## src/rtl/render_pkg.sv

```systemverilog
// render_pkg: shared types and constants for the sprite renderer.
//   - colour constants (3-bit RGB-style palette)
//   - object_id encoding flag (MSB set = no sprite won the pixel)
//   - spr_cfg_t: per-sprite configuration {x, y, color, en}
package render_pkg;
  localparam int CRD_W = 10;  // coordinate width the config struct is built with
  localparam int CLR_W = 3;   // colour width the config struct is built with

  localparam logic [CLR_W-1:0] BLACK  = 3'b000;
  localparam logic [CLR_W-1:0] BLUE   = 3'b001;
  localparam logic [CLR_W-1:0] GREEN  = 3'b010;
  localparam logic [CLR_W-1:0] YELLOW = 3'b110;
  localparam logic [CLR_W-1:0] WHITE  = 3'b111;

  // object_id MSB: 1 means border or none. Low bits all ones = none,
  // all zeros = border.
  localparam logic ID_NOSPR = 1'b1;

  typedef struct packed {
    logic [CRD_W-1:0] x;
    logic [CRD_W-1:0] y;
    logic [CLR_W-1:0] color;
    logic             en;
  } spr_cfg_t;
endpackage

```

## src/rtl/sprite_hit.sv

```systemverilog
// sprite_hit: one sprite's active config, bitmap and hit test.
//   clk, rst       : pixel clock, synchronous active-high reset
//   commit         : load cfg_nxt into the active config (frame_start)
//   cfg_nxt        : shadow config including any same-cycle write
//   pixel_x/y      : raw scan position (S0)
//   bmp_we/row/data: bitmap row write, bit 0 = leftmost pixel
//   hit, color     : registered S2 result for this sprite
module sprite_hit
  import render_pkg::*;
#(
  parameter int SPR_W = 8,
  parameter int SPR_H = 8
) (
  input  logic                     clk,
  input  logic                     rst,
  input  logic                     commit,
  input  spr_cfg_t                 cfg_nxt,
  input  logic [CRD_W-1:0]         pixel_x,
  input  logic [CRD_W-1:0]         pixel_y,
  input  logic                     bmp_we,
  input  logic [$clog2(SPR_H)-1:0] bmp_row,
  input  logic [SPR_W-1:0]         bmp_data,
  output logic                     hit,
  output logic [CLR_W-1:0]         color
);
  localparam int CW = $clog2(SPR_W);
  localparam int RW = $clog2(SPR_H);

  spr_cfg_t                     act;
  logic [SPR_H-1:0][SPR_W-1:0]  bmp;
  logic [CRD_W:0]               dx1, dy1;
  logic                         en1;
  logic [CLR_W-1:0]             col1;
  logic                         in_box, bmp_bit;

  always_ff @(posedge clk) begin
    if (rst)         act <= '0;
    else if (commit) act <= cfg_nxt;
  end

  always_ff @(posedge clk) begin
    if (rst)         bmp <= '0;
    else if (bmp_we) bmp[bmp_row] <= bmp_data;
  end

  // S1: offsets taken against the config active while the pixel is
  // sampled, so a commit in the same cycle only affects later pixels.
  // One extra bit keeps a pixel left of / above the sprite as a large
  // unsigned value instead of wrapping into range.
  always_ff @(posedge clk) begin
    dx1  <= {1'b0, pixel_x} - {1'b0, act.x};
    dy1  <= {1'b0, pixel_y} - {1'b0, act.y};
    col1 <= act.color;
  end

  always_ff @(posedge clk) begin
    if (rst) en1 <= 1'b0;
    else     en1 <= act.en;
  end

  // S2: bounds, bitmap bit, hit
  assign in_box  = (dx1 < (CRD_W+1)'(SPR_W)) && (dy1 < (CRD_W+1)'(SPR_H));
  assign bmp_bit = bmp[dy1[RW-1:0]][dx1[CW-1:0]];

  always_ff @(posedge clk) begin
    if (rst) hit <= 1'b0;
    else     hit <= en1 && in_box && bmp_bit;
  end

  always_ff @(posedge clk) color <= col1;
endmodule

```

## src/rtl/sprite_renderer.sv

```systemverilog
// sprite_renderer: NUM_OBJ-sprite pixel renderer with optional border
// and per-frame collision reporting. Latency 3 cycles pixel -> object_*.
//   clk, rst                : pixel clock, synchronous active-high reset
//   pixel_x/y               : scan position
//   frame_start             : commits shadow config, closes collision window
//   cfg_we/idx/x/y/color/en : shadow config write
//   bmp_we/idx/row/data     : bitmap row write (immediate)
//   object_on/color/id      : rendered pixel (id MSB=1 -> border/none)
//   collision_mask/valid    : per-sprite overlap flags for the last frame
module sprite_renderer
  import render_pkg::*;
#(
  parameter int NUM_OBJ   = 4,
  parameter int SPR_W     = 8,
  parameter int SPR_H     = 8,
  parameter int COORD_W   = CRD_W,
  parameter int COLOR_W   = CLR_W,
  parameter int MAX_X     = 640,
  parameter int MAX_Y     = 480,
  parameter int BORDER_EN = 1
) (
  input  logic                       clk,
  input  logic                       rst,
  input  logic [COORD_W-1:0]         pixel_x,
  input  logic [COORD_W-1:0]         pixel_y,
  input  logic                       frame_start,
  input  logic                       cfg_we,
  input  logic [$clog2(NUM_OBJ)-1:0] cfg_idx,
  input  logic [COORD_W-1:0]         cfg_x,
  input  logic [COORD_W-1:0]         cfg_y,
  input  logic [COLOR_W-1:0]         cfg_color,
  input  logic                       cfg_en,
  input  logic                       bmp_we,
  input  logic [$clog2(NUM_OBJ)-1:0] bmp_idx,
  input  logic [$clog2(SPR_H)-1:0]   bmp_row,
  input  logic [SPR_W-1:0]           bmp_data,
  output logic                       object_on,
  output logic [COLOR_W-1:0]         object_color,
  output logic [$clog2(NUM_OBJ):0]   object_id,
  output logic [NUM_OBJ-1:0]         collision_mask,
  output logic                       collision_valid
);
  localparam int IDX_W = $clog2(NUM_OBJ);
  localparam logic [IDX_W:0] ID_NONE   = '1;
  localparam logic [IDX_W:0] ID_BORDER = {ID_NOSPR, {IDX_W{1'b0}}};

  spr_cfg_t [NUM_OBJ-1:0]              shadow, shadow_nxt;
  logic     [NUM_OBJ-1:0]              hit2, coll_now, acc;
  logic     [NUM_OBJ-1:0][COLOR_W-1:0] col2;
  logic     [COORD_W-1:0]              px1, py1;
  logic                                border2, armed;
  logic                                nxt_on;
  logic     [COLOR_W-1:0]              nxt_col;
  logic     [IDX_W:0]                  nxt_id;

  // Shadow config; shadow_nxt feeds the commit so a write coinciding
  // with frame_start goes straight through.
  always_comb begin
    shadow_nxt = shadow;
    for (int i = 0; i < NUM_OBJ; i++)
      if (cfg_we && cfg_idx == IDX_W'(i))
        shadow_nxt[i] = '{x: cfg_x, y: cfg_y, color: cfg_color, en: cfg_en};
  end

  always_ff @(posedge clk) begin
    if (rst) shadow <= '0;
    else     shadow <= shadow_nxt;
  end

  for (genvar g = 0; g < NUM_OBJ; g++) begin : g_spr
    sprite_hit #(.SPR_W(SPR_W), .SPR_H(SPR_H)) u_hit (
      .clk      (clk),
      .rst      (rst),
      .commit   (frame_start),
      .cfg_nxt  (shadow_nxt[g]),
      .pixel_x  (pixel_x),
      .pixel_y  (pixel_y),
      .bmp_we   (bmp_we && bmp_idx == IDX_W'(g)),
      .bmp_row  (bmp_row),
      .bmp_data (bmp_data),
      .hit      (hit2[g]),
      .color    (col2[g])
    );
  end

  // Border runs alongside the sprite pipe: S1 pixel, S2 flag
  always_ff @(posedge clk) begin
    px1 <= pixel_x;
    py1 <= pixel_y;
  end

  always_ff @(posedge clk) begin
    if (rst) border2 <= 1'b0;
    else     border2 <= (BORDER_EN != 0) &&
                        (px1 == '0 || px1 == COORD_W'(MAX_X-1) ||
                         py1 == '0 || py1 == COORD_W'(MAX_Y-1));
  end

  // S3: descending scan so the lowest hit index is written last and wins
  always_comb begin
    nxt_on  = 1'b0;
    nxt_col = BLACK;
    nxt_id  = ID_NONE;
    if (border2) begin
      nxt_on  = 1'b1;
      nxt_col = WHITE;
      nxt_id  = ID_BORDER;
    end
    for (int i = NUM_OBJ-1; i >= 0; i--)
      if (hit2[i]) begin
        nxt_on  = 1'b1;
        nxt_col = col2[i];
        nxt_id  = {1'b0, IDX_W'(i)};
      end
  end

  always_ff @(posedge clk) begin
    if (rst) begin
      object_on    <= 1'b0;
      object_color <= BLACK;
      object_id    <= ID_NONE;
    end else begin
      object_on    <= nxt_on;
      object_color <= nxt_col;
      object_id    <= nxt_id;
    end
  end

  // x & (x-1) is nonzero exactly when two or more hit bits are set
  assign coll_now = ((hit2 & (hit2 - NUM_OBJ'(1))) != '0) ? hit2 : '0;

  // armed holds off the first report after reset, since that window
  // spans a partial frame
  always_ff @(posedge clk) begin
    if (rst) begin
      acc             <= '0;
      collision_mask  <= '0;
      collision_valid <= 1'b0;
      armed           <= 1'b0;
    end else begin
      collision_valid <= frame_start && armed;
      if (frame_start) begin
        acc   <= '0;
        armed <= 1'b1;
        if (armed) collision_mask <= acc | coll_now;
      end else begin
        acc <= acc | coll_now;
      end
    end
  end
endmodule

```

## config.mk

```make
export PLATFORM = sky130hd
export DESIGN_NAME = sprite_renderer
export DESIGN_NICKNAME = d
export VERILOG_FILES = /design/src/rtl/render_pkg.sv /design/src/rtl/sprite_hit.sv /design/src/rtl/sprite_renderer.sv
export SDC_FILE = /design/constraint.sdc
export NUM_CORES = 1
export LEC_CHECK = 0
export ABC_AREA = 0
export ABC_CLOCK_PERIOD_IN_PS = 5700
export CAP_MARGIN = 25
export CORE_ASPECT_RATIO = 0.5
export CORE_UTILIZATION = 36
export CTS_CLUSTER_SIZE = 16
export DETAILED_ROUTE_END_ITERATION = 6
export PLACE_DENSITY = 0.56
export SYNTH_ARGS = -nofsm -noshare
export SYNTH_HDL_FRONTEND = slang
export SYNTH_SLANG_ARGS = --single-unit
```

## constraint.sdc

```tcl
create_clock -name clk -period 5.7 [get_ports clk]
set_input_delay 0.855 -clock clk [delete_from_list [all_inputs] [get_ports clk]]
set_output_delay 0.855 -clock clk [all_outputs]
set_load 0.01 [all_outputs]
```

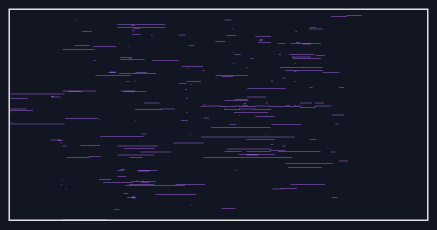
**Above:** metal 3.
- wire length on this layer: 2,610 um
- share of all routed wire: 4.1%
- longest straight run: 84.0 um
- main direction: horizontal
- nets with wire on the layer: 88
drt total wl: 63,300 um
met3 Use GR: 2.55%
vias: 17.7k

==> results.yml <==
# generated from flow reports
min_path:
  hp-class: "flip-flop to flip-flop"
  holdPathStages: 0
  hold_end: "g_spr[3].u_hit.color[1]$_DFF_P_"
worst_setup_path:
  slowest_stage: "clkdlybuf4s50_1"
  crit_cells: 7
  worst-endpoint-arrival_ns: 3.37
  criticalPathCategory: "primary input to flip-flop"
  crit_path_start: "pixel_x[1]"
  cp-start-kind: "primary input"
  path_buffers: 1
  worstPathRequired_ns: 6.25
  cp-endpoint: "g_spr[3].u_hit.dx1[10]$_DFF_P_"
  reg2regPathDepth: 6
  crit_path_max_incr_delay_ns: 0.72
  r2r_start: "g_spr[1].u_hit.dy1[0]$_DFF_P_"
  timing.rr.end: "g_spr[1].u_hit.hit$_SDFF_PP0_"
  path_delay_family: "AND-OR/OR-AND gates"
  r2r_slack_ns: 3.37
  crit_path_cell_trace: "clkdlybuf4s50_1 -> fa_1 -> a21o_1 -> a21oi_1 -> o21ai_1 -> o41ai_1 -> o21a_1"
  crit_fanout: 9
logic_synthesis:
  syn_area_sq_um: 25100
  synth-async-reset-ratio_pct: 0
  ys_sh_aoi_pct: 10.4
  syn_area_per_cell_sq_um: 10.0
  yosysChipArea_sq_um: 25100
  mux_area_share_pct: 16.2
  synth-cells-yosys: 2504
  ff_type: "dfxtp_1"
  top_logic_kind: "multiplexers"
  yosysSeqAreaShare_pct: 48.3
  edf_count: 0
  syn_nets: 2656
  fa_ha_area_share_pct: 4.62
  ys_sh_xor_pct: 1.95
  ys_ff: 606
  syn_inst: 2504
  yosys_warnings: 0
sta:
  tightestPinTransition_ns: 1.21
  hold_viol: 0
  slew_headroom_pct: 19.5
  fin_tns_setup_ns: 0
  rsz0062_at_grt: "false"
  period_used_pct: 49.5
  whs_ns: 0.327
  slew_violations: 0
  finalSetupViolations: 0
  final.setup_skew_ns: 0.0194
  fmax_mhz: 354
routing:
  route.met3.wl_um: 2610
  wl_per_cell_um: 18.0
  dr_wl_met2_um: 28900
  drt_iter0_drc: 1199
  route.detailed.drc: 0
  antenna_left: 0
  wirelength_met1_um: 30500
  vias_per_cell: 5.04
  first_pass_iters: 5
  highest-signal-layer: "met4"
floorplanning:
  fp_util_pct: 36.4
  die_area_sq_um: 70900
  die_w_um: 376
  core_sq_um: 69000
  fp.dieH_um: 189
  rows: 68
clock_tree:
  clk_latency_ns: 0.60
  cts_buffer_depth: 3
  cts-root-buf: "clkbuf_16"
  numCtsBuffers: 58
  cts_resized: 0
  clk_pin_slew_ns: 0.07
  cts_tree: "done"
  cts_setup_buffers: 0
  ctsHoldBuffers: 0
layout:
  areaGrowthSynthToFinish_pct: 14.3
  flop_area_sq_um: 12100
  fillers: 6676
  final_util_pct: 41.6
  final_cells: 3508
  sh_seq_area_pct: 42.3
  clkbuf_count: 83
  comb_area_share_pct: 41.6
  drive_above_1_share_pct: 7.61
  lay_top_count: "dfxtp_1"
  logic_area_sq_um: 11900
  largest_reg_flops: 256
  nNetsFinal: 2672
  regMostFlops: "g_spr.u_hit.bmp"
  buffer_area_share_pct: 3.75
  largestClassByArea: "registers"
  inv_count: 95
  clkCellAreaFrac_pct: 7.04
  finalInstanceArea_sq_um: 28700
  lay_top_cells: "dfxtp_1 (606), nand2_1 (302), nor2_1 (296)"
  flops: 606
placed_design:
  place.gp.congestion: 0.820
  place_ws_ns: 2.27
  post_dp_cell_area_sq_um: 26600
  dp_hpwl_um: 41000
  dp.cells: 3401
pwr:
  seq-power_w: 0.00465
  seqPwrFrac_pct: 48.0
  switchingPower_w: 0.00236
  p_total_w: 0.00969
  vdd_drop_max_mv: 0.263
  p_clk_w: 0.00407
  clkPwrFrac_pct: 42.0
  swShare_pct: 24.3
  p_comb_w: 0.000964
  p_leak_nw: 11.3
  p_per_area_nw_per_um2: 338
  top_power_group: "registers"
  p_int_w: 0.00733
grt:
  use_met2_pct: 28.8
  grt_overflow: 0
  busiest_layer: "met2"
  grt_max_degree: 220
  grt_pass1_vias: 17000
  grt_first_pass_wirelength_um: 99300
  antenna_found_initial: 2
run_status:
  status: "completed"
flow_run:
  warnings: 28
  max_cap_violations: 0
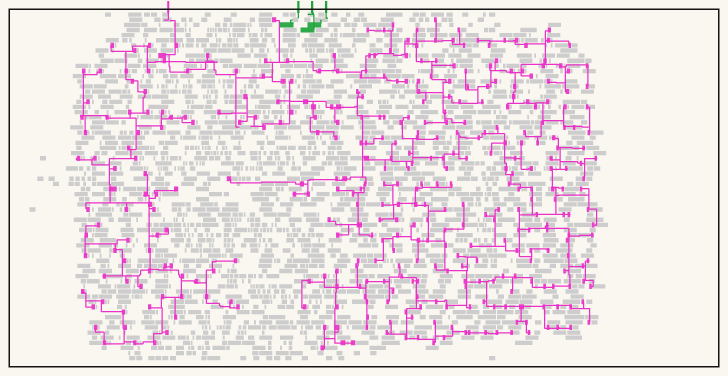
**Above:** nets reached from selected ports.
- `object_id`: green (bits 3; direction output; edge top; end cells 3; buffers 3; wire 28.6 um)
- `rst`: magenta (bits 1; direction input; edge top; end cells 379; buffers 3; wire 3,860 um)
Port Buffer Count: 75
Top Ports: 76

-- Yosys cell counts, drive strengths merged, types with 4 or more instances --
library cell    n  area (sq um)
dfxtp         606         12100
nor2          315          1260
nand2         302          1130
mux2i         238          2380
a21oi         179           896
clkbuf        110           418
o22a           96           841
inv            95           357
ha             80          1000
mux4           68          1660
nand3          53           265
buf            41           295
xnor2          40           350
nor2b          37           231
nor3           33           170
o21ai          27           135
xor2           16           140
nor4           15          93.8
a211oi         14           125
o21a           14           105
or3            14          87.6
a21o           12          90.1
o211ai         12          90.1
a2111oi         8           145
fa              8           160
nand4           8          50.1
nor4b           8          70.1
o41ai           8          70.1
nor3b           7          57.6
nand3b          5          37.5
nand2b          4          25.0
o22ai           4          25.0
or2             4          25.0
or4             4          30.0
No activity file was given, so power comes from the tool's default toggle rates.
